`src/rtl/mem_arbiter.sv`:
```
// mem_arbiter: sequences the shared 16-bit big-endian instruction/data memory
// and arbitrates it between the fetch and data (load/store) requesters.
// Every memory control/address signal is registered, so the combinational
// memory sees one stable access cycle. Each transaction takes 3 cycles:
// IDLE (accept), ACCESS (bus driven), RESP (valid pulse).
//
// Optional build macro: MEM_ARB_FAIR_EN adds a fetch wait counter. After
// STARVE_LIMIT waiting IDLE cycles, fetch wins the next simultaneous
// arbitration. Without the macro, data always has priority.
//
// Ports:
//   clk, rest                      clock (rising edge), async active-low reset
//   if_req/if_addr                 fetch request, held until accepted
//   if_ready                       fetch grant (combinational, IDLE only)
//   if_valid/if_data/if_fault      fetch response
//   d_req/d_we/d_addr/d_wdata      data request, held until accepted
//   d_ready                        data grant (combinational, IDLE only)
//   d_valid/d_rdata/d_fault        data response (loads and stores)
//   Mem_Address/Mem_Read/Mem_Write/Write_Data   registered memory bus
//   Mem_Result                     memory read result
module mem_arbiter #(
  parameter int unsigned INSTR_TOP    = 1023,
  parameter int unsigned MEM_TOP      = 4095,
  parameter int unsigned STARVE_LIMIT = 4
) (
  input  logic        clk,
  input  logic        rest,
  input  logic        if_req,
  input  logic [15:0] if_addr,
  output logic        if_ready,
  output logic        if_valid,
  output logic [15:0] if_data,
  output logic        if_fault,
  input  logic        d_req,
  input  logic        d_we,
  input  logic [15:0] d_addr,
  input  logic [15:0] d_wdata,
  output logic        d_ready,
  output logic        d_valid,
  output logic [15:0] d_rdata,
  output logic        d_fault,
  output logic [15:0] Mem_Address,
  output logic        Mem_Read,
  output logic        Mem_Write,
  output logic [15:0] Write_Data,
  input  logic [15:0] Mem_Result
);

  localparam int unsigned AW = 16;
  localparam int unsigned DW = 16;
  localparam int unsigned XW = AW + 1;
  localparam int unsigned CW = 4;

  if (STARVE_LIMIT < 1 || STARVE_LIMIT > 15) begin : g_bad_starve_limit
    $error("mem_arbiter: STARVE_LIMIT must be in 1..15");
  end

  typedef enum logic [1:0] {
    IDLE   = 2'd0,
    ACCESS = 2'd1,
    RESP   = 2'd2
  } state_t;

  state_t        state_q, state_d;
  logic          owner_q, owner_d;   // 1 = data requester owns the access
  logic          fault_q, fault_d;
  logic [AW-1:0] mem_address_d;
  logic          mem_read_d, mem_write_d;
  logic [DW-1:0] write_data_d;
  logic          if_valid_d, if_fault_d, d_valid_d, d_fault_d;
  logic [DW-1:0] if_data_d, d_rdata_d;

  logic          if_addr_bad, d_addr_bad;
  logic          grant_if, grant_d;
  logic          fetch_first;

  // 17-bit range checks so 0xFFFF+1 cannot wrap into a legal address
  assign if_addr_bad = (XW'(if_addr) + XW'(1)) > XW'(INSTR_TOP);
  assign d_addr_bad  = (XW'(d_addr) < XW'(INSTR_TOP + 1)) ||
                       ((XW'(d_addr) + XW'(1)) > XW'(MEM_TOP));

`ifdef MEM_ARB_FAIR_EN
  logic [CW-1:0] wait_q, wait_d;

  assign fetch_first = wait_q >= CW'(STARVE_LIMIT);

  // Count IDLE cycles in which fetch waits; saturate, clear on fetch grant
  always_comb begin
    wait_d = wait_q;
    if (state_q == IDLE) begin
      if (grant_if) begin
        wait_d = '0;
      end else if (if_req && (wait_q != '1)) begin
        wait_d = wait_q + CW'(1);
      end
    end
  end

  always_ff @(posedge clk or negedge rest) begin
    if (!rest) begin
      wait_q <= '0;
    end else begin
      wait_q <= wait_d;
    end
  end
`else
  assign fetch_first = 1'b0;
`endif

  // Grants exist only in IDLE; data wins unless fetch has been starved
  assign grant_d  = (state_q == IDLE) && d_req && !(fetch_first && if_req);
  assign grant_if = (state_q == IDLE) && if_req && !grant_d;
  assign d_ready  = grant_d;
  assign if_ready = grant_if;

  // Next-state and next-output logic; the bus defaults to idle every cycle
  always_comb begin
    state_d       = state_q;
    owner_d       = owner_q;
    fault_d       = fault_q;
    mem_address_d = '0;
    mem_read_d    = 1'b0;
    mem_write_d   = 1'b0;
    write_data_d  = '0;
    if_valid_d    = 1'b0;
    d_valid_d     = 1'b0;
    if_data_d     = if_data;
    if_fault_d    = if_fault;
    d_rdata_d     = d_rdata;
    d_fault_d     = d_fault;

    case (state_q)
      IDLE: begin
        if (grant_d) begin
          owner_d = 1'b1;
          fault_d = d_addr_bad;
          state_d = ACCESS;
          if (!d_addr_bad) begin
            mem_address_d = d_addr;
            mem_read_d    = !d_we;
            mem_write_d   = d_we;
            write_data_d  = d_we ? d_wdata : '0;
          end
        end else if (grant_if) begin
          owner_d = 1'b0;
          fault_d = if_addr_bad;
          state_d = ACCESS;
          if (!if_addr_bad) begin
            mem_address_d = if_addr;
          end
        end
      end

      ACCESS: begin
        state_d = RESP;
        if (owner_q) begin
          d_valid_d = 1'b1;
          d_fault_d = fault_q;
          // Registered Mem_Write marks a store in flight: no read data
          d_rdata_d = (fault_q || Mem_Write) ? '0 : Mem_Result;
        end else begin
          if_valid_d = 1'b1;
          if_fault_d = fault_q;
          if_data_d  = fault_q ? '0 : Mem_Result;
        end
      end

      RESP: begin
        state_d = IDLE;
      end

      default: begin
        state_d = IDLE;
      end
    endcase
  end

  // State and registered outputs
  always_ff @(posedge clk or negedge rest) begin
    if (!rest) begin
      state_q     <= IDLE;
      owner_q     <= 1'b0;
      fault_q     <= 1'b0;
      Mem_Address <= '0;
      Mem_Read    <= 1'b0;
      Mem_Write   <= 1'b0;
      Write_Data  <= '0;
      if_valid    <= 1'b0;
      if_data     <= '0;
      if_fault    <= 1'b0;
      d_valid     <= 1'b0;
      d_rdata     <= '0;
      d_fault     <= 1'b0;
    end else begin
      state_q     <= state_d;
      owner_q     <= owner_d;
      fault_q     <= fault_d;
      Mem_Address <= mem_address_d;
      Mem_Read    <= mem_read_d;
      Mem_Write   <= mem_write_d;
      Write_Data  <= write_data_d;
      if_valid    <= if_valid_d;
      if_data     <= if_data_d;
      if_fault    <= if_fault_d;
      d_valid     <= d_valid_d;
      d_rdata     <= d_rdata_d;
      d_fault     <= d_fault_d;
    end
  end

endmodule

```
`config.mk`:
```
export PLATFORM = sky130hd
export DESIGN_NAME = mem_arbiter
export DESIGN_NICKNAME = d
export VERILOG_FILES = /design/src/rtl/mem_arbiter.sv
export SDC_FILE = /design/constraint.sdc
export NUM_CORES = 1
export LEC_CHECK = 0
export CORE_UTILIZATION = 44
export CTS_BUF_LIST = sky130_fd_sc_hd__clkbuf_4
export CTS_CLUSTER_DIAMETER = 120
export DETAILED_ROUTE_END_ITERATION = 10
export HOLD_SLACK_MARGIN = 0.1
export PLACE_DENSITY = 0.89
export SLEW_MARGIN = 15
export SYNTH_ARGS = -nofsm -noshare
export SYNTH_HDL_FRONTEND = slang
export SYNTH_SLANG_ARGS = --single-unit
```
`constraint.sdc`:
```
create_clock -name clk -period 1.8 [get_ports clk]
set_input_delay 0.27 -clock clk [delete_from_list [all_inputs] [get_ports clk]]
set_output_delay 0.27 -clock clk [all_outputs]
set_load 0.05 [all_outputs]
```
run_1/met1.png
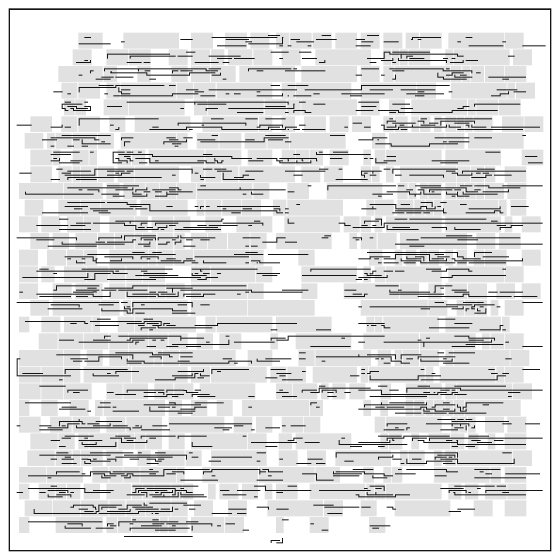
The layer carries 3,910 um of wire. The longest straight run is 26.2 um. The wires run mostly horizontal. 508 nets have wire on it.
global-route met1 utilization: 0.299
final WL: 10,700 um
vias: 3,339

run_1/met2.png
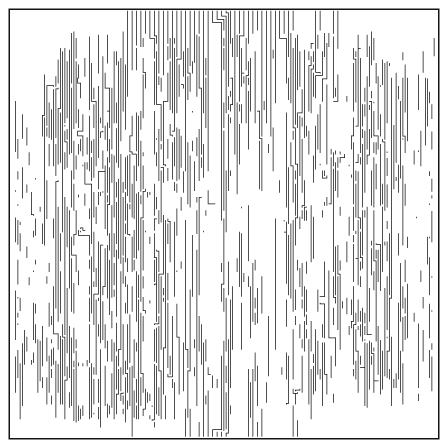
The wires run mostly vertical. The longest straight run is 45.2 um. The layer holds 55% of the routed length. The layer carries 5,940 um of wire. 536 nets have wire on it.
GR met2 Demand/Resource: 0.521

==> results.txt, run 1 <==
Figures from the flow reports.

Outcome:
- The run finished with clean final reports.

Synth:
- The run puts the number of enable-type register cells in the synthesized netlist at 0.
- The run gives the multiplexer share of the synthesized area as 0.00654.
- Sorting the synthesized cells by area gives the leading types as dfrtp_1, nand2_1, o21ai_0.
- The run gives the number of synthesized register bits as 74.
- The run puts the chip area in the Yosys report at 3250 um2.
- The run gives the main logic family after synthesis as simple AND/OR/NAND/NOR gates.
- The run gives the register area share after synthesis as 0.570.
- The run gives the instance count of the mapped netlist as 319.
- The run puts the share of synthesized cell area in and-or and or-and compound cells at 0.119.
- The run puts the area fraction in xor and xnor cells at 0.0162.
- The run gives the post-synthesis cell area as 3250 um2.
- Per the synth stats, the proportion of register bits with asynchronous set or reset is 1.00.
- The run gives the cell type with the highest aggregate area in the netlist as dfrtp_1.
- The run gives the synthesized area per cell as 10.2 um2.
- Post-synth the commonest register cell is dfrtp_1.
- The run puts the share of synthesized cell area in full adder, half adder and majority cells at 0.0154.
- The run gives the area share of the leading cell type in the synthesized netlist as 0.570.
- The number of cells reported by Yosys stat comes to 319.
- Per the synthesis report, the number of distinct cell types is 43.
- The run puts the Yosys warning count at 0.
- The run gives the area share of and/or/nand/nor cells after synthesis as 0.237.

Critical path:
- The run puts the number of buffer and inverter stages on the critical path at 4.
- The run gives the kind of start point of the critical path as an input port.
- The run gives the reg-to-reg endpoint as Write_Data[9].
- In this run the critical path is formed by buf_2, buf_4, ha_1, or2_4, nor4_4, o211a_1, buf_6, nor3_4, buf_12, a22o_1.
- The run puts the worst-case register-to-register setup slack at 0.05 ns.
- The run gives the worst setup path startpoint as d_addr[1].
- The run puts the logic depth of the worst path, buffers included at 10.
- The required time at the worst endpoint is listed as 2.09 ns.
- The run gives the maximum fanout along the worst path as 15.
- The run gives the slowest stage cell on the critical path as ha_1.
- The run gives the launch instance of the worst register-to-register path as state_q[0].
- Data on the critical path arrives at its endpoint at 2.09 ns.
- The run gives the sort of element at the end of the critical path as a register.
- The run puts the logic depth of the worst register-to-register path at 7.
- In this design, the largest share of critical-path delay is due to buffers and inverters.
- The worst setup path is of the input port to register kind.
- The run gives the last element of the critical path as Mem_Address[8].
- For this run, the slowest stage of the critical path takes 0.29 ns.

Final timing:
- Per the final timing report, the hold violations number 0.
- Max-slew check failures listed in the final report amount to 0.
- The run puts the measured slew at the worst slew-check pin at 0.586 ns.
- The run gives the worst slew margin relative to its limit as 0.610.
- Static timing analysis puts the maximum clock frequency at 0.556 GHz.
- In the final report, the number of endpoints failing setup comes to 0.
- The run puts the final cycle utilization of the critical path at 1.00.
- Setup repair after global routing could not meet its margin everywhere.
- The run puts the clock skew after layout at 0.00858 ns.
- The run gives the minimum clock period after layout as 1.80 ns.

Place:
- As logged by OpenROAD, the buffers inserted on ports number 140.
- The run gives the placed wire-length estimate as 7290 um.
- The run puts the final weighted congestion in routability-driven placement at 0.877.

Clock tree:
- The run puts the number of levels in the clock H-tree at 3.
- The run gives the clock tree root driver cell as clkbuf_4.
- The run puts the number of sinks on the clock net at 74.
- The run gives the number of setup buffers added after CTS as 11.
- TritonCTS built the clock tree.
- The run gives the number of cells upsized or downsized after cts as 107.
- The run gives the count of hold-fix buffers inserted at cts as 1.
- The run gives the number of buffers between clock root and the deepest sink as 2.
- The run puts the latest clock arrival within the worst-skew pair at 0.40 ns.
- The number of clock buffers added by TritonCTS is 9.
- The run gives the CTS clock-pin slew for the worst setup and hold paths as 0.11 ns.

Global route:
- The run gives the routing usage on met3 as 0.0396.
- The global routing stage identified its most utilized layer as met2.
- The run gives the global-route wire length before repair as 15,900 um.
- Entering global routing, the biggest net connects 44 pins.
- The run gives the total track usage as 0.277.
- The run puts the number of global-route vias before repair at 3,370.
- The run gives the number of antenna violations at the first check in global routing as 0.
- The run gives the total congestion overflow as 0.

Floorplanning:
- In the floorplan report the effective utilization is 0.466.
- According to the floorplan log, the row count is 30.
- Measured along the x axis, the die boundary spans 88.0 um.
- The overall die size recorded for this design is 7740 um2.
- The core region is 6980 um2.
- In this run the vertical extent of the chip is 88.0 um.
- The run gives the count of pins on the block boundary as 141.

Layout:
- By instance count after routing, the leading logic cell types are dfrtp_1, dlygate4sd2_1, nand2_1, buf_4, clkdlybuf4s50_1.
- The run puts the number of filler cells placed in the layout at 447.
- The number of antenna diodes in the final layout is 0.
- In this run the layout overhead on the synthesized area is reported as 72.8%.
- The run puts the final-stage net count at 594.
- The run puts the multi-input combinational cell area at 1570 um2.
- Of the cells placed in the final design, the portion with a size suffix greater than 1 is 0.255.
- The area taken by sequential standard cells is reported as 1850 um2.
- The run puts the share of the core filled with cells at 0.805.

Power:
- The internal power of the cells totals 3680 uW.
- The run gives the static power due to leakage as 0.00287 uW.
- In this run the power density over the cells is 1130 nW/um2.
- The run gives the worst supply voltage drop on vdd as 0.498 mV.
- The run puts the proportion of power drawn by combinational gates at 0.430.
- The run gives the power spent charging and discharging nets as 2650 uW.
- The run gives the sequential fraction of design power as 0.347.
- The run puts the overall power of the completed layout at 6320 uW.
- Of the total power, the clock network draws 0.223.
- The run gives the switching power as a share of total power as 0.418.

Min path:
- The run gives the hold path startpoint as if_addr[1].
- Hold analysis lists the worst path endpoint as Mem_Address[1].
- The run puts the number of cells on the worst hold path at 3.
- The worst hold path belongs to the class input port to register.

Run:
- Per the run summary, max-cap violations total 0.
- The run gives the OpenROAD warning count as 31.

Drt:
- Once iteration 0 of detailed routing completed, the report listed 110 DRC markers.
- The run gives the remaining antenna violation count as 0.
- Dividing the detail-routed via count by the number of cells gives 5.37.
- The first detailed-routing pass took 4 iterations.
- After detailed routing, the average wire length per cell comes to 17.3 um.
- The run gives the wire length on met1 as 3910 um.
- The run gives the total met3 wirelength after detailed routing as 595 um.
- The run puts the final routed DRC violation total at 0.
- The run gives the uppermost signal routing layer after detailed routing as met4.
- The run puts the met2 wire length at 5940 um.
run_1/met4.png
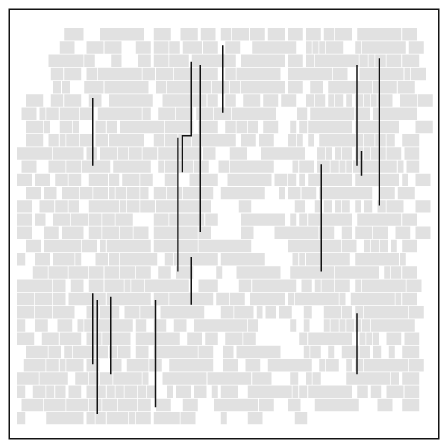
The longest straight run is 34.0 um. 14 nets have wire on it. The layer holds 2.7% of the routed length.

==> run 1: power groups by stage <==
| stage | sequential (uW) | combinational [uW] | clock, uW |
|---|---|---|---|
| global placement | 2200 | 2750 | 0 |
| global route | 2230 | 2880 | 1510 |
| finish | 2200 | 2720 | 1410 |
| floorplan | 3260 | 589 | 0 |
| CTS | 2190 | 2680 | 1430 |
| detailed placement | 2230 | 2830 | 0 |
==> run 1: synth_stat cells (all sizes together) (2+ instances only) <==
cell type  instances
nor2b              2
o22ai              2
nor3               7
buf                5
a21oi              4
nand2b            17
a22o              11
clkbuf            12
inv                6
nand3             11
a31oi              2
and2               3
dfrtp             74
o21ai             33
xor2               3
xnor2              3
ha                 4
and3              18
nor2               7
nand2             62
nor4              10
nand4              7
==> run 1: state kept, by name, indices dropped and copies added (netlist names) <==
signal       count
d_rdata         16
fault_q          1
owner_q          1
if_valid         1
Mem_Read         1
d_valid          1
d_fault          1
Mem_Write        1
Mem_Address     16
Write_Data      16
state_q          2
if_fault         1
if_data         16
==> run 1: per-stage QoR <==
stage          setup WS [ns]  TNS, ns  area (um2)  hold slack (ns)  cells
5_1_grt              -0.0187  -0.0915        5620            0.248    622
6_report            0.000505        0        5620            0.267    622
2_1_floorplan        -0.0541   -0.510        3310          -0.0256    321
3_5_place_dp           -1.15   -34.93        5100            0.233    589
3_3_place_gp           -1.00   -30.82        5100            0.223    589
4_1_cts              -0.0130  -0.0217        5440            0.228    619
==> run 1: area by class of cell <==
cell class	instances	share of cell area
timing repair buffer	204	0.330
inverter	6	0.00401
multi-input combinational	226	0.279
sequential	74	0.330
clock buffer	10	0.0134
tap	96	0.0214
clock inverter	6	0.0229
==> run 1: tightest hold or removal path, stage by stage <==
cell and delay [ns]:
clkbuf_2 0.12, buf_4 0.13, a22o_1 0.12
run_1/final_congestion.png
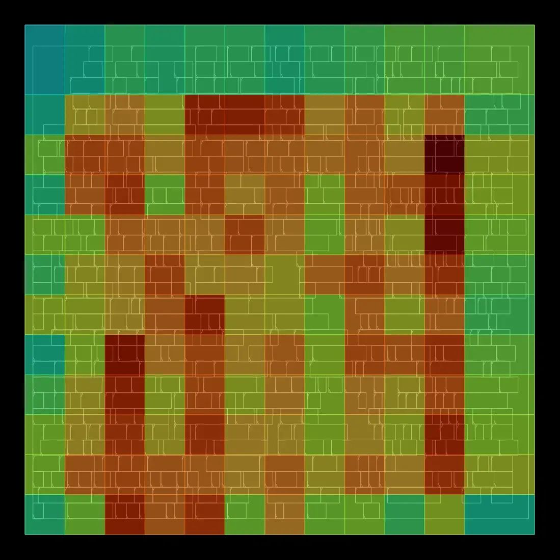

==> inputs of run 2 (changes only) <==
- PLACE_DENSITY: 0.89 -> default
- PLACE_DENSITY_LB_ADDON: default -> 0.1
run_2/final_congestion.png
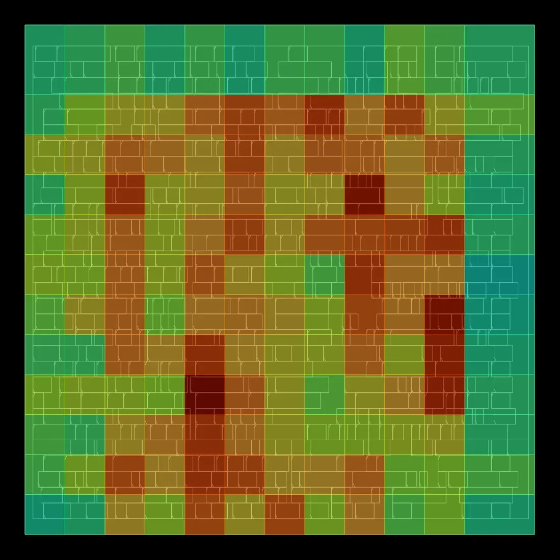
post-route core utilization: 0.800
global routing usage summed across all routing layers: 0.262
routing layer with the top usage in global route: met2
global-route met1 utilization: 0.320
global routing usage on met3: 0.0518

run_2/met1.png
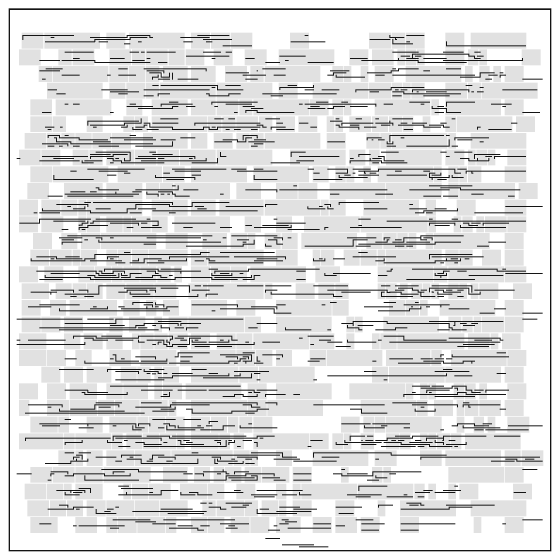
502 nets have wire on it. The wires run mostly horizontal. The layer holds 40% of the routed length. The longest straight run is 23.5 um.

run_2/met4.png
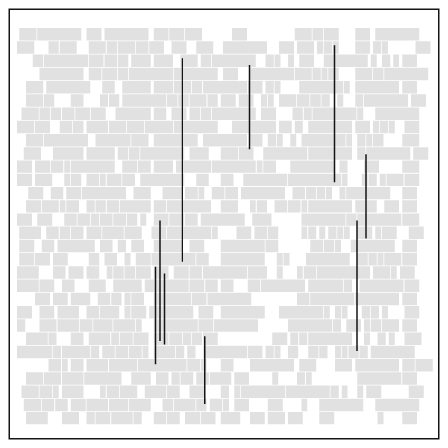
The layer holds 2.0% of the routed length. The longest straight run is 41.5 um.

==> run 2 against run 1 <==
Worst hold slack worse by 0.0021 ns. Clock skew is 0.014 ns higher. Die area stayed put. Register-to-register slack better by 0.02 ns. Non-clock buffer count is 4 higher. Critical path depth is 1 lower. Combinational power is 2% lower. Wire length is 7.7% lower. Final area is 0.58% lower. Fmax is 1.0% higher. Total power is 4.7% lower. Largest cell class unchanged.
==> results.txt, run 2 <==
Figures from the flow reports.

Global route:
- The run gives the largest net degree at the start of global routing as 35.
- The run puts the total congestion overflow at 0.
- The first global-routing pass estimated 15,300 um of wire.
- The run gives the number of antenna violations at the first check in global routing as 0.
- The number of global-route vias before repair came to 3,216.

Synth:
- The share of the Yosys chip area taken by registers is 0.570.
- The run gives the distinct cell type count after synthesis as 43.
- Of the post-synthesis cell area, the dominant cell type holds 0.570.
- The run puts the fraction of synthesis flops using an asynchronous set or reset pin at 1.00.
- Yosys stat counts 319 cells in the synthesized netlist.
- The synthesis report names the predominant flop master as dfrtp_1.
- By instance count, the leading cell after synthesis is dfrtp_1.
- The stat command in Yosys gives a chip area of 3250 um2.
- By area the synthesized netlist is led by dfrtp_1, nand2_1, o21ai_0.
- The run gives the instance count of the mapped netlist as 319.
- The run puts the synthesized area per cell at 10.2 um2.
- Ranked by instance count, the synthesized netlist is headed by dfrtp_1, nand2_1, o21ai_0.
- Warnings reported by Yosys during synthesis add up to 0.
- The run puts the number of synthesized register bits at 74.
- The run gives the number of enable-type register cells in the synthesized netlist as 0.
- The biggest area contributor in the post-synthesis netlist is dfrtp_1.
- Summing every instance area after synthesis gives 3250 um2.

Run:
- The run reported a max-capacitance violation count of 0.
- The run puts the OpenROAD warning count at 30.

Critical path:
- In this run the critical path is formed by buf_2, buf_4, ha_1, or2_4, nor4_4, o211a_4, nor3_4, buf_12, a22o_1.
- The worst setup path is of the input port to register kind.
- The run puts the logic depth of the worst register-to-register path at 7.
- The run gives the maximum fanout along the worst path as 8.
- Per the STA report, the cell with the highest stage delay on the worst path is nor4_4.
- The run gives the maximum cell stage delay along the critical path as 0.29 ns.
- The run puts the arrival time reported for the critical path endpoint at 2.07 ns.
- STA classifies the critical path startpoint as an input port.
- STA puts the critical path data required time at 2.09 ns.
- The run gives the kind of cell adding the most delay to the critical path as simple AND/OR/NAND/NOR gates.
- The run puts the worst-case register-to-register setup slack at 0.07 ns.
- The run gives the sort of element at the end of the critical path as a register.
- The timing report notes that buffer and inverter cells on the critical path total 3.
- The run puts the logic depth of the worst path, buffers included at 9.

Place:
- The number of placed instances, taps included, is 596.
- The run puts the worst setup slack after placement at -1.03 ns.
- The run gives the number of port buffers as 140.
- For this run the detailed placement stage logged an HPWL of 6870 um.
- The run puts the final weighted congestion in routability-driven placement at 0.890.

Drt:
- Detailed routing placed a total of 563 um of wire on met3.
- The run gives the number of optimization iterations in the first detailed-route pass as 4.
- In the routed layout, each cell is associated on average with a via count of 5.13.
- The run gives the total via count in the routed design as 3,210.
- The run puts the sum of routed wire length over all layers at 9910 um.
- The run gives the met2 wire length as 5160 um.
- The run puts the final routed DRC violation total at 0.
- The run puts the remaining antenna violation count at 0.
- The run gives the wire length on met1 as 3980 um.
- Per the detail_route report, routed wire per instance is 15.8 um.
- After the first detailed-routing iteration, the DRC count stood at 74.
- The highest metal layer carrying signal wires in the routed design is met4.

Clock tree:
- Clock latency on the worst-skew pair, taken at its later pin, is 0.41 ns.
- TritonCTS built the clock tree.
- The run puts the CTS clock-pin slew for the worst setup and hold paths at 0.11 ns.
- Looking at the clock tree report, the root buffer type is clkbuf_4.
- The run gives the number of setup buffers added after CTS as 6.
- The run puts the total clock buffers created by CTS at 9.
- The report puts the hold buffer count at CTS at 1.
- CTS reports a maximum clock tree buffer depth of 2.
- The clock tree has to reach 74 sinks.
- The run gives the number of levels in the clock H-tree as 3.
- In this run, post-CTS repair resized a total of 119 instances.

Floorplanning:
- The run puts the count of pins on the block boundary at 141.
- The run puts the chip area at 7740 um2.
- In this run the vertical extent of the chip is 88.0 um.
- The run puts the initial cell density of the core at 0.466.
- The run puts the standard-cell row count at 30.
- The run puts the placeable core region at 6980 um2.
- The run puts the width of the chip at 88.0 um.

Final timing:
- The run puts the number of slew-limit violations in the final report at 0.
- The clock arrives with 0.0229 ns of skew.
- The run gives the measured slew at the worst slew-check pin as 0.537 ns.
- The final report lists the setup-violating endpoint count as 0.
- The run gives the minimum clock period after layout as 1.78 ns.
- Across all setup checks in the final design, the least slack found is 0.0190 ns.
- The run gives the final cycle utilization of the critical path as 0.989.
- For this run, the top clock speed supported by timing is 0.561 GHz.
- The run puts the final tally of hold violations at 0.
- The run puts the minimum hold slack at 0.265 ns.
- The run gives the worst slew margin relative to its limit as 0.643.

Layout:
- The final layout contains 598 nets.
- In the final layout, the share of cells above drive strength 1 is 0.249.
- The run gives the layout overhead on the synthesized area as 71.8%.
- Leaving out fill and tap cells, the most frequent cell in the layout is dlygate4sd2_1.
- Once layout is complete, the cells apart from fillers number 626.
- In the layout the commonest cells are dlygate4sd2_1, dfrtp_1, nand2_1, buf_4, clkdlybuf4s50_1.
- The run puts the number of diodes at 0.

Power:
- The run gives the power in sequential cells as 2170 uW.
- The switching portion of total power comes to 0.437.
- The run gives the power attributed to the clock group as 1180 uW.
- The share of total power dissipated in combinational logic is 0.444.
- The run gives the power attributed to combinational cells as 2670 uW.
- The run puts the sequential fraction of design power at 0.360.
- The share of total power dissipated in the clock network is 0.196.
- IR analysis of the VDD net gives a maximum drop of 0.482 mV.
- The run puts the total power divided by cell area at 1080 nW/um2.
- The run gives the static power due to leakage as 0.00291 uW.
- The run puts the overall power of the completed layout at 6020 uW.
- The run gives the power spent charging and discharging nets as 2630 uW.
- The run gives the leading power group as combinational cells.
- The run gives the internal power consumption as 3390 uW.

Min path:
- The run gives the number of cells on the worst hold path as 3.
- The run gives the type of the most critical hold path as input port to register.

Outcome:
- The run finished with clean final reports.
-- run 2: worst paths after layout --
check | endpoint | from
max | Mem_Address[5] | d_addr[1]
min | Mem_Address[0] | d_addr[0]
max reg2reg | Write_Data[5] | state_q[1]
min reg2reg | if_fault | if_fault
max in group asynchronous | d_fault | rest
min in group asynchronous | if_data[10] | rest
-- run 2: cell type report --
type | instances | area (um2)
clock buffers | 10 | 75.1
clock inverters | 6 | 90.1
fillers | 473 | 1400
inverters | 6 | 22.5
multi-input cells | 226 | 1540
flip-flops and latches | 74 | 1850
well taps | 96 | 120
repair buffers | 208 | 1890
-- run 2: logic make-up (layout without fill, tap and decap cells) --
| kind of cell | after synthesis | after routing | share of synthesized area |
|---|---|---|---|
| other cells | 1 | 3 | 0.00115 |
| simple gates | 148 | 150 | 0.237 |
| mux | 2 | 2 | 0.00654 |
| fa+ha+maj | 4 | 4 | 0.0154 |
| compound gates | 61 | 61 | 0.119 |
| flops | 74 | 74 | 0.570 |
| buf+inv | 23 | 230 | 0.0350 |
| xor+xnor | 6 | 6 | 0.0162 |
-- run 2: routing by layer --
metal  up-vias  global-route usage
met4         0              0.0969
met2       120               0.461
li1       1527                   -
met3        20              0.0518
met5         -                   0
met1      1543               0.320
-- run 2: worst min-delay path: cells and delay by family --
kind                   cells  cell delay (ns)
buffers and inverters      2             0.24
AOI/OAI and AO/OA          1             0.13
-- run 2: through the flow --
| step | instance area (um2) | setup TNS (ns) |
|---|---|---|
| finish | 5590 | 0 |
| global route | 5590 | -0.0231 |
| CTS | 5450 | -0.0152 |
| detailed placement | 5150 | -31.19 |
| global placement | 5150 | -30.52 |
| floorplan | 3310 | -0.510 |
run_2/density.png
Bar = 20 um. The die is cut into 9 by 9 equal tiles; dark blue is low, red is high, 0 to 100% covered.
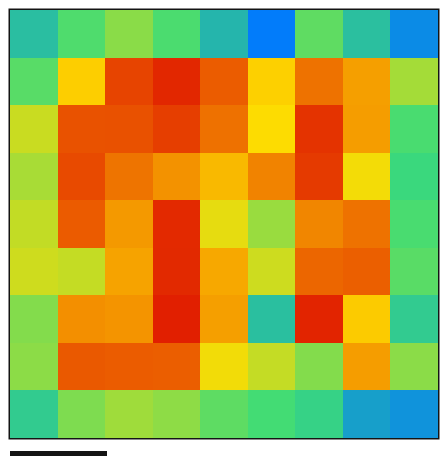

==> inputs of run 3 (changes only) <==
- RECOVER_POWER: default -> 100
run_3/density.png
Bar = 20 um. The die is cut into 9 by 9 equal tiles; dark blue is low, red is high, 0 to 100% covered.
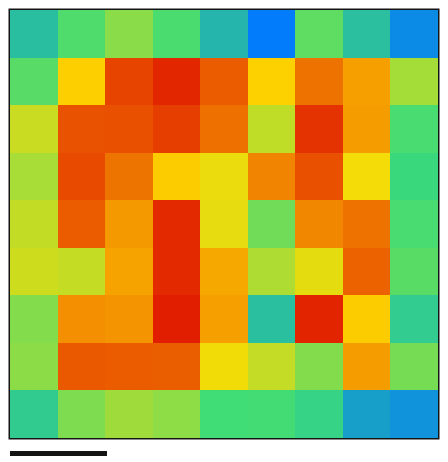
The fullest tile reaches 97%. 46% of the tiles are over 75% full. The mean over all tiles is 70%.
total core area: 6980 um2
post-route core utilization: 0.792
Starting Density: 0.466

run_3/met1.png
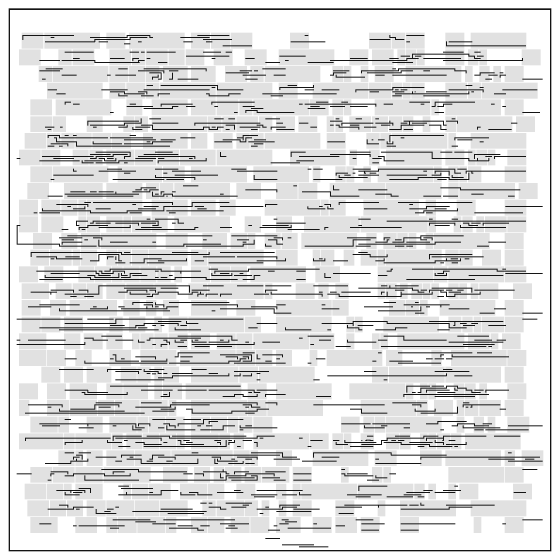
The layer carries 3,990 um of wire. The layer holds 40% of the routed length. The wires run mostly horizontal.
final WL: 9920 um
vias: 3,213

run_3/final_congestion.png
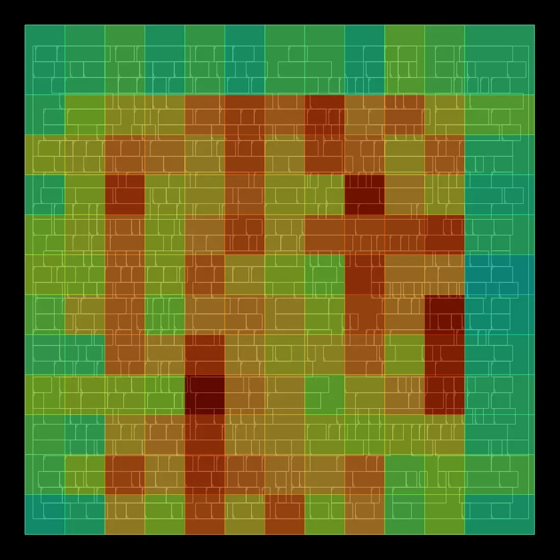
GR met2 Demand/Resource: 0.461
Routed WL per cell: 15.8 um

==> run 3 against run 2 <==
Synthesized cell count stayed put. Final area is 0.96% lower. Sequential power hardly changed. Final cell count stayed put. Core utilization is 0.77 points lower.
==> results.txt, run 3 <==
Figures from the flow reports.

Global route:
- The run gives the largest net degree at the start of global routing as 35.
- The run puts the total congestion overflow at 0.
- The run gives the number of antenna violations at the first check in global routing as 0.
- The run puts the global-route wire length before repair at 15,300 um.
- In the global route stage, met3 resource usage came out at 0.0518.
- Global routing put the most usage on met2.
- The run puts the number of global-route vias before repair at 3,216.
- met1 track demand over resource after global routing is 0.320.
- The run gives the total track usage as 0.262.

Run:
- The logs give a warning total of 30.
- The run reported a max-capacitance violation count of 0.

Synth:
- For reference, the top cells by area after synthesis are dfrtp_1, nand2_1, o21ai_0.
- The run gives the main flop type as dfrtp_1.
- The run gives the cell count listed in synth_stat.txt as 319.
- The run gives the number of synthesized register bits as 74.
- Per the synthesis report, the number of distinct cell types is 43.
- The run puts the number of enable-type register cells in the synthesized netlist at 0.
- The commonest cells after synthesis are dfrtp_1, nand2_1, o21ai_0.
- The run gives the area share of the leading cell type in the synthesized netlist as 0.570.
- The run puts the instance count of the mapped netlist at 319.
- The run gives the Yosys warning count as 0.
- The run gives the register area share after synthesis as 0.570.
- Sorting the synthesis cell report by count puts at the top dfrtp_1.
- The run puts the post-synthesis cell area at 3250 um2.
- The run gives the chip area in the Yosys report as 3250 um2.
- The largest total area in the synthesized netlist belongs to dfrtp_1.
- The run puts the fraction of synthesis flops using an asynchronous set or reset pin at 1.00.

Clock tree:
- The run puts the number of sinks on the clock net at 74.
- After clock tree synthesis, the clock-pin slew on the worst setup and hold paths is 0.11 ns.
- The run puts the total clock buffers created by CTS at 9.
- The run gives the number of buffers between clock root and the deepest sink as 2.
- TritonCTS built the clock tree.
- The tree is rooted in a clkbuf_4.
- In this run the number of H-tree levels came out at 3.
- The run puts the latest clock arrival within the worst-skew pair at 0.41 ns.

Power:
- The run puts the overall power of the completed layout at 5950 uW.
- The run puts the worst supply voltage drop on vdd at 0.469 mV.
- The run gives the static power due to leakage as 0.00288 uW.
- Power spread over the standard cell area amounts to 1080 nW/um2.

Final timing:
- The run gives the total of endpoints with negative setup slack in the final report as 0.
- Looking at the max-slew report, the worst-margin pin has a slew of 0.825 ns.
- Hold is met by 0.262 ns.
- The run gives the highest clock rate as 0.559 GHz.
- The run puts the final tally of hold violations at 0.
- The run puts the final cycle utilization of the critical path at 0.994.
- For the finished layout, the period the worst path requires is 1.79 ns.
- Max-slew check failures listed in the final report amount to 0.
- The run gives the clock skew after layout as 0.0217 ns.
- The run puts the worst slew margin relative to its limit at 0.450.
- The run puts the final worst setup slack at 0.0113 ns.

Floorplanning:
- The run puts the vertical extent of the die at 88.0 um.
- The run puts the width of the chip at 88.0 um.
- For this design the top-level I/O count stands at 141.
- The chip occupies 7740 um2.
- The run puts the standard-cell row count at 30.

Drt:
- The run gives the remaining antenna violation count as 0.
- The run puts the number of optimization iterations in the first detailed-route pass at 4.
- The run puts the wire length on met1 at 3990 um.
- The run gives the total met3 wirelength after detailed routing as 594 um.
- After detailed routing, no signal wire sits above met4.
- Per the log, the first TritonRoute iteration ended with a DRC count of 68.
- After detailed routing, the met2 layer carries 5140 um of wire.
- The run puts the final routed DRC violation total at 0.

Layout:
- In this run the layout overhead on the synthesized area is reported as 70.2%.
- The run gives the final-stage net count as 598.
- The most common logic cells in the final layout are dlygate4sd2_1, dfrtp_1, nand2_1, buf_4, clkdlybuf4s50_1.
- The run gives the share of final-layout standard cells stronger than drive strength 1 as 0.240.
- The run gives the number of diodes as 0.
- The run gives the most numerous logic cell after layout as dlygate4sd2_1.

Place:
- The run gives the number of port buffers as 140.
- The placement stage leaves a total instance area of 5150 um2.
- The HPWL after detailed placement is 6870 um.
- The run gives the worst setup slack after placement as -1.03 ns.
- The run gives the final weighted congestion in routability-driven placement as 0.890.

Critical path:
- The run gives the maximum fanout along the worst path as 8.
- The run gives the kind of start point of the critical path as an input port.
- The signal on the critical path passes through buf_2, buf_4, ha_1, or2_4, nor4_4, o211a_4, nor3_4, buf_12, a22o_1.
- The critical path runs through a total of 9 cells.
- The run puts the number of buffer and inverter stages on the critical path at 3.
- The run gives the sort of element at the end of the critical path as a register.
- Per STA, the highest per-stage delay on the worst path measures 0.29 ns.
- The run gives the arrival time reported for the critical path endpoint as 2.08 ns.
- The run gives the slowest stage cell on the critical path as nor4_4.
- The run puts the required time of the worst setup path at 2.09 ns.
- The run gives the kind of cell adding the most delay to the critical path as simple AND/OR/NAND/NOR gates.
- The run gives the logic depth of the worst register-to-register path as 7.

Min path:
- The run puts the number of cells on the worst hold path at 3.
- The run gives the type of the most critical hold path as input port to register.

Outcome:
- The run finished with clean final reports.
## run 3: power by group
group	total, uW	internal (uW)	switching [uW]
Clock	1180	584	593
Combinational	2600	750	1850
Sequential	2170	1990	175
## run 3: worst reg2reg max path, stage by stage, from the launching register on
cell     delay, ns
dfrtp_1       0.43
nor2_4        0.12
and2_4        0.17
o21ai_2       0.06
a211o_4       0.36
nor3_4        0.22
buf_6         0.14
and3_4        0.18
## run 3: path summary, 6_finish.rpt
check,from,endpoint,slack (ns)
min in group asynchronous,rest,if_data[10],0.48
worst min register to register,if_fault,if_fault,0.48
worst min-delay path,if_addr[8],Mem_Address[8],0.26
worst max-delay path,d_addr[1],Mem_Address[5],0.01
max in group asynchronous,rest,Write_Data[5],0.35
worst max register to register,state_q[1],Write_Data[5],0.06
## run 3: layout make-up
cell class	count	area [um2]
timing repair buffer	208	1830
clock buffer	10	75.1
tap	96	120
sequential	74	1850
fill	488	1450
inverter	6	22.5
multi-input combinational	226	1540
clock inverter	6	90.1
## run 3: metrics by stage
stage / instances / TNS [ns]
3_5_place_dp: 596 / -31.19
2_1_floorplan: 321 / -0.510
6_report: 626 / 0
4_1_cts: 621 / -0.0152
3_3_place_gp: 596 / -30.52
5_1_grt: 626 / -0.0231
## run 3: cells by family (layout without fill, tap and decap cells)
family,count (synthesis),in the layout,share of synthesized area
xor gates and xnor gates,6,6,0.0162
other,1,3,0.00115
adders and majority gates,4,4,0.0154
AOI/OAI and AO/OA,61,61,0.119
muxes,2,2,0.00654
DFF,74,74,0.570
buffers and inverters,23,230,0.0350
and+or+nand+nor,148,150,0.237
## run 3: timing repair
action | CTS | global route
gates resized | 119 | 29
pin swaps | 16 | 13
buffers inserted | 6 | 6
setup endpoints to repair | 98 | 22
hold buffers | 1 | 0
gates cloned | 2 | 1
endpoints found under the hold margin | 32 | 0
Power figures rest on the tool's default switching activity, not on a simulated workload.
